$ cat config.mk
export PLATFORM = sky130hd
export DESIGN_NAME = arp_cache_lookup
export DESIGN_NICKNAME = d
export VERILOG_FILES = /design/src/rtl/arp_cache_lookup.sv
export SDC_FILE = /design/constraint.sdc
export NUM_CORES = 2
export LEC_CHECK = 0
export CELL_PAD_IN_SITES_DETAIL_PLACEMENT = 1
export CELL_PAD_IN_SITES_GLOBAL_PLACEMENT = 1
export CORE_ASPECT_RATIO = 0.8
export CORE_MARGIN = 5
export CORE_UTILIZATION = 59
export CTS_BUF_LIST = sky130_fd_sc_hd__clkbuf_8
export DETAILED_ROUTE_END_ITERATION = 16
export PLACE_DENSITY_LB_ADDON = 0.1
export SETUP_SLACK_MARGIN = 0.2
export SYNTH_ARGS = -nofsm -noshare
export SYNTH_HDL_FRONTEND = slang
export SYNTH_SLANG_ARGS = --single-unit
$ cat constraint.sdc
create_clock -name clk_net -period 9.3 [get_ports clk_net]
set_input_delay 1.86 -clock clk_net [delete_from_list [all_inputs] [get_ports clk_net]]
set_output_delay 1.86 -clock clk_net [all_outputs]
set_load 0.02 [all_outputs]
$ cat src/rtl/arp_cache_lookup.sv
// ARP cache responder: fully associative IP/port -> MAC cache with aging,
// sequential scan on lookup, ARP request/retry on miss and learning from replies.
`default_nettype none

module arp_cache_lookup #(
  parameter int          ENTRIES   = 16,
  parameter logic [7:0]  AGE_MAX   = 8'd255,
  parameter logic [15:0] TIMEOUT   = 16'd50000,
  parameter logic [1:0]  RETRY_MAX = 2'd2
) (
  input  logic        clk_net,
  input  logic        rst_n,
  input  logic [31:0] arp_ip_din,
  input  logic [3:0]  arp_port_num_din,
  input  logic        arp_din_en,
  output logic [47:0] arp_mac_dout,
  output logic        arp_mac_dout_en,
  output logic        arp_del_dout_en,
  output logic [31:0] arp_req_ip,
  output logic [3:0]  arp_req_port,
  output logic        arp_req_en,
  input  logic [31:0] learn_ip,
  input  logic [47:0] learn_mac,
  input  logic [3:0]  learn_port,
  input  logic        learn_en,
  input  logic        age_tick,
  output logic        busy
);

  localparam int IW = (ENTRIES > 1) ? $clog2(ENTRIES) : 1;
  localparam logic [IW-1:0] LAST_IDX = IW'(ENTRIES - 1);

  typedef enum logic [2:0] {IDLE, SCAN, REQ, WAIT, HIT, MISS} state_t;
  state_t state, next_state;

  logic [ENTRIES-1:0] ent_valid;
  logic [31:0]        ent_ip   [ENTRIES];
  logic [3:0]         ent_port [ENTRIES];
  logic [47:0]        ent_mac  [ENTRIES];
  logic [7:0]         ent_age  [ENTRIES];
  logic [IW-1:0]      repl_ptr;

  logic [31:0]   key_ip;
  logic [3:0]    key_port;
  logic [IW-1:0] idx;
  logic [15:0]   timer;
  logic [1:0]    retries;
  logic [47:0]   res_mac;

  logic          learn_key, scan_hit, scan_hit_clr, timer_done;
  logic          match_found, free_found, use_repl;
  logic [IW-1:0] match_idx, free_idx, tgt_idx;

  assign learn_key    = learn_en && (learn_ip == key_ip) && (learn_port == key_port);
  assign scan_hit     = ent_valid[idx] && (ent_ip[idx] == key_ip) && (ent_port[idx] == key_port);
  assign scan_hit_clr = (state == SCAN) && !learn_key && scan_hit;
  assign timer_done   = (timer == TIMEOUT - 16'd1);

  // Learn target: existing match, else lowest free slot, else round-robin victim.
  always_comb begin
    match_found = 1'b0;
    match_idx   = '0;
    free_found  = 1'b0;
    free_idx    = '0;
    for (int i = ENTRIES - 1; i >= 0; i--) begin
      if (ent_valid[i] && ent_ip[i] == learn_ip && ent_port[i] == learn_port) begin
        match_found = 1'b1;
        match_idx   = IW'(i);
      end
      if (!ent_valid[i]) begin
        free_found = 1'b1;
        free_idx   = IW'(i);
      end
    end
    use_repl = !match_found && !free_found;
    if (match_found)     tgt_idx = match_idx;
    else if (free_found) tgt_idx = free_idx;
    else                 tgt_idx = repl_ptr;
  end

  always_ff @(posedge clk_net or negedge rst_n) begin
    if (!rst_n) begin
      for (int i = 0; i < ENTRIES; i++) begin
        ent_valid[i] <= 1'b0;
        ent_ip[i]    <= '0;
        ent_port[i]  <= '0;
        ent_mac[i]   <= '0;
        ent_age[i]   <= '0;
      end
      repl_ptr <= '0;
    end else begin
      for (int i = 0; i < ENTRIES; i++) begin
        if (learn_en && tgt_idx == IW'(i)) begin
          ent_valid[i] <= 1'b1;
          ent_ip[i]    <= learn_ip;
          ent_port[i]  <= learn_port;
          ent_mac[i]   <= learn_mac;
          ent_age[i]   <= '0;
        end else if (scan_hit_clr && idx == IW'(i)) begin
          ent_age[i] <= '0;
        end else if (age_tick && ent_valid[i]) begin
          if (ent_age[i] == AGE_MAX) ent_valid[i] <= 1'b0;
          else                       ent_age[i]   <= ent_age[i] + 8'd1;
        end
      end
      if (learn_en && use_repl) repl_ptr <= repl_ptr + 1'b1;
    end
  end

  always_ff @(posedge clk_net or negedge rst_n) begin
    if (!rst_n) state <= IDLE;
    else        state <= next_state;
  end

  always_comb begin
    next_state = state;
    case (state)
      IDLE: if (arp_din_en) next_state = SCAN;
      SCAN: begin
        if (learn_key || scan_hit) next_state = HIT;
        else if (idx == LAST_IDX)  next_state = REQ;
      end
      REQ:  next_state = WAIT;
      WAIT: begin
        if (learn_key)       next_state = HIT;
        else if (timer_done) next_state = (retries < RETRY_MAX) ? REQ : MISS;
      end
      HIT, MISS: next_state = IDLE;
      default:   next_state = IDLE;
    endcase
  end

  always_ff @(posedge clk_net or negedge rst_n) begin
    if (!rst_n) begin
      key_ip          <= '0;
      key_port        <= '0;
      idx             <= '0;
      timer           <= '0;
      retries         <= '0;
      res_mac         <= '0;
      arp_mac_dout    <= '0;
      arp_mac_dout_en <= 1'b0;
      arp_del_dout_en <= 1'b0;
      arp_req_ip      <= '0;
      arp_req_port    <= '0;
      arp_req_en      <= 1'b0;
      busy            <= 1'b0;
    end else begin
      case (state)
        IDLE: if (arp_din_en) begin
          key_ip   <= arp_ip_din;
          key_port <= arp_port_num_din;
          idx      <= '0;
          retries  <= '0;
        end
        SCAN: begin
          if (learn_key)     res_mac <= learn_mac;
          else if (scan_hit) res_mac <= ent_mac[idx];
          else               idx     <= idx + 1'b1;
        end
        REQ:  timer <= '0;
        WAIT: begin
          timer <= timer + 16'd1;
          if (learn_key) res_mac <= learn_mac;
          else if (timer_done && retries < RETRY_MAX) retries <= retries + 2'd1;
        end
        default: ;
      endcase

      arp_mac_dout_en <= (state == HIT);
      arp_del_dout_en <= (state == MISS);
      arp_req_en      <= (state == REQ);
      busy            <= (next_state != IDLE);
      if (state == HIT) arp_mac_dout <= res_mac;
      if (state == REQ) begin
        arp_req_ip   <= key_ip;
        arp_req_port <= key_port;
      end
    end
  end

endmodule

`default_nettype wire
==> notes.md <==
This note records the results obtained with Yosys and OpenROAD.

Route
The pre-antenna-repair detailed-routing pass consisted of 5 iterations. The highest layer touched by signal routing is met5. The sum of routed wire length over all layers is just under 300 mm. Per the post-route antenna check, the number of violating nets is 0. In the detailed route, the total length drawn on met2 is 130.0 mm. The post-detailed-route wirelength per cell is roughly 35 um. The first-iteration detailed-routing DRC count is slightly below 6,000.

Yosys
The number of enable flip-flop cells is 0. The chip area from the yosys synthesis statistics is between 80,000 and 90,000 um2. The share of flip-flops with an asynchronous set or reset is 100.0%. The post-synthesis compound-gate area fraction is approximately 1.4%. Of the total synthesized cell area, the portion taken by XOR and XNOR cells is ~7.6%. Yosys mapped the design onto a little over 70 distinct sky130hd cell types. Summing all multiplexer cells gives an area fraction of a little under a third. During synthesis, Yosys emitted a total of 0 warnings.

The area share of the leading cell type in the synthesized netlist is about 49%. Per the synthesis report, the simple-gate share of the synthesized area is between 6 and 7%. Per the synth stats, the flop cell with the highest instance count is sky130_fd_sc_hd__dfrtp_1. The cell accounting for the most synthesized area is sky130_fd_sc_hd__dfrtp_1. The share of the yosys chip area belonging to registers is around 50%. The synthesis run shows the most used standard cells to be 1,689 x sky130_fd_sc_hd__dfrtp_1, 1,243 x sky130_fd_sc_hd__mux2_2, 425 x sky130_fd_sc_hd__mux4_2. Synthesis produced a netlist whose cell count is 6,184. The flip-flop and latch count after synthesis is 1,689. For reference, full adder, half adder and majority cells occupy less than 1% of the area reported after synthesis.

Cells and area
The net count of the finished layout is between 6,000 and 7,000. The filler cell count in the final layout is ~13,000. The top cell types in the final layout, fill and taps aside, are 1,685 x sky130_fd_sc_hd__dfrtp_1, 1,243 x sky130_fd_sc_hd__mux2_2, 425 x sky130_fd_sc_hd__mux4_2, 418 x sky130_fd_sc_hd__xor2_1, 349 x sky130_fd_sc_hd__clkbuf_8.

The total number of multi-input combinational cells is approximately 4,000. The most common cell after layout, fill and taps aside is sky130_fd_sc_hd__dfrtp_1. The logic area is between 40,000 and 50,000 um2. The non-clock inverter instance count of the final layout is about 42.

The cell kind with the greatest summed area is flip-flops and latches. Counting the clock-network buffers in the layout gives approximately 350. The final report lists a non-filler cell total of between 8,000 and 9,000. Summing all flip-flop and latch instances after layout gives ~42,000 um2. The proportion of cell area occupied by registers is between 40 and 50%. Of the cells placed in the final design, the portion with a size suffix greater than 1 is about a third. The antenna cell count is 8. The largest registers in the layout are ent_mac: 768 flops, ent_ip: 512 flops, ent_age: 128 flops.

Power
In this run the power spent charging and discharging nets is between 10,000 and 15,000 uW. The sequential group share of total power is between 30% and 40%. The largest part of the power goes to combinational logic. The internal power is roughly 21,000 uW. The sequential-cell power consumption is 13,500 uW.

The net switching fraction of the power is approximately 39%. The post-route total power is 34,770 uW. Summed over all combinational cells, the power is about 15,000 uW. The peak supply drop is approximately 0.24 mV. The static leakage power is roughly 0.04 uW.

Setup path
Data on the critical path is required at its endpoint by about 10 ns. The largest single stage delay on the critical path is just over 0.9 ns. Counting buffers and inverters, the worst setup path is 11 cells deep. The largest delay contributor family on the critical path is simple AND/OR/NAND/NOR gates. The critical-path cell with the highest stage delay is sky130_fd_sc_hd__nor4_1. The end of the worst register-to-register path is ent_valid[0]$_DFFE_PN0P_. The critical path launch point type is a flip-flop.

The count of cells along the worst register-to-register path is 11. The cell sequence reported for the critical path is buf_12, mux4_2, mux4_2, xnor2_1, nand4_1, nor4_1, nand4_1, nor2_1, nand2_1, and3_1, o21ai_0. Setup slack on the worst reg-to-reg path comes out at ~2.5 ns. The critical path arrival is 7.69 ns.

Clock network
The total CTS buffers is 288. The CTS tree is yes. The quantity of hold-fixing buffers added after cts is 0.

The clock slew seen by the registers of the worst setup and hold paths is approximately 0.060 ns. The H-tree generated during clock tree synthesis spans 5 levels. The clock passes through at most 4 buffers. The post-CTS resize count is 0.

Place
Once detailed placement completed, the half-perimeter wirelength came to slightly below 200 mm. The number of port buffers is between 200 and 250. After its last routability iteration, the placer logged a weighted congestion of between 1 and 1.5.

Timing
For the final routed database, the setup TNS stands at 0 ns. The minimum clock period is ~6.8 ns. For reference, the final report shows the max-slew violation count at 0.

The slew check shows that the tightest pin keeps a relative margin of under 10%. The total setup violations reported at the end of the flow is 0. Hold timing on the final database bottoms out at a slack of between 0.4 and 0.5 ns.

The fmax is about 150 MHz. Once routing completed, OpenROAD measured the worst setup slack at 2.513 ns.

Outcome
The run finished with clean final reports.

Floorplan
The die is 436.0 um wide. The height of the chip is ~350 um. The flow inserted about 1,900 tap cells.

Global route
The largest net degree at the start of global routing is around 170. The number of antenna violations at the first check in global routing is 28. The first global-routing pass estimated around 430 mm of wire.

Min path
Counting instances, the worst hold path has a depth of 1. The endpoint with the worst hold slack is ent_mac[592]$_DFFE_PN0N_.
The metal 3 layer:
(1 px per um) Cells faint in the background.
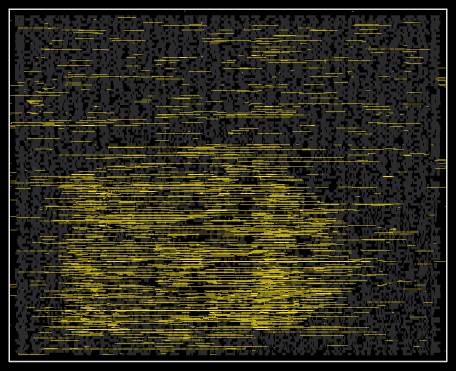
The longest straight run is 245 um. The layer holds 11% of the routed length. The layer carries 32.0 mm of wire. The wires run mostly horizontal. 731 nets have wire on it.

Port wiring:
(1 px per um)
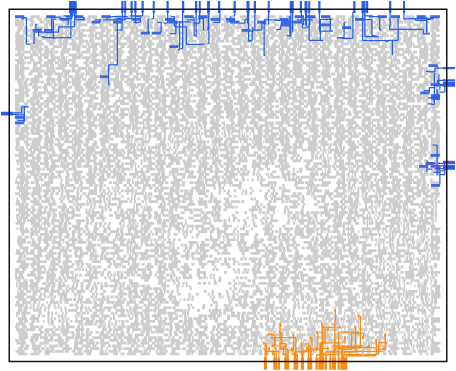
arp_mac_dout: marked blue, direction output, end cells 48, wire 2,300 um. arp_ip_din: marked orange, direction input, end cells 32, wire 1,250 um. arp_mac_dout_en: marked purple, direction output, end cells 1, wire 21.9 um.

Power is estimated from default activity; no workload was simulated.
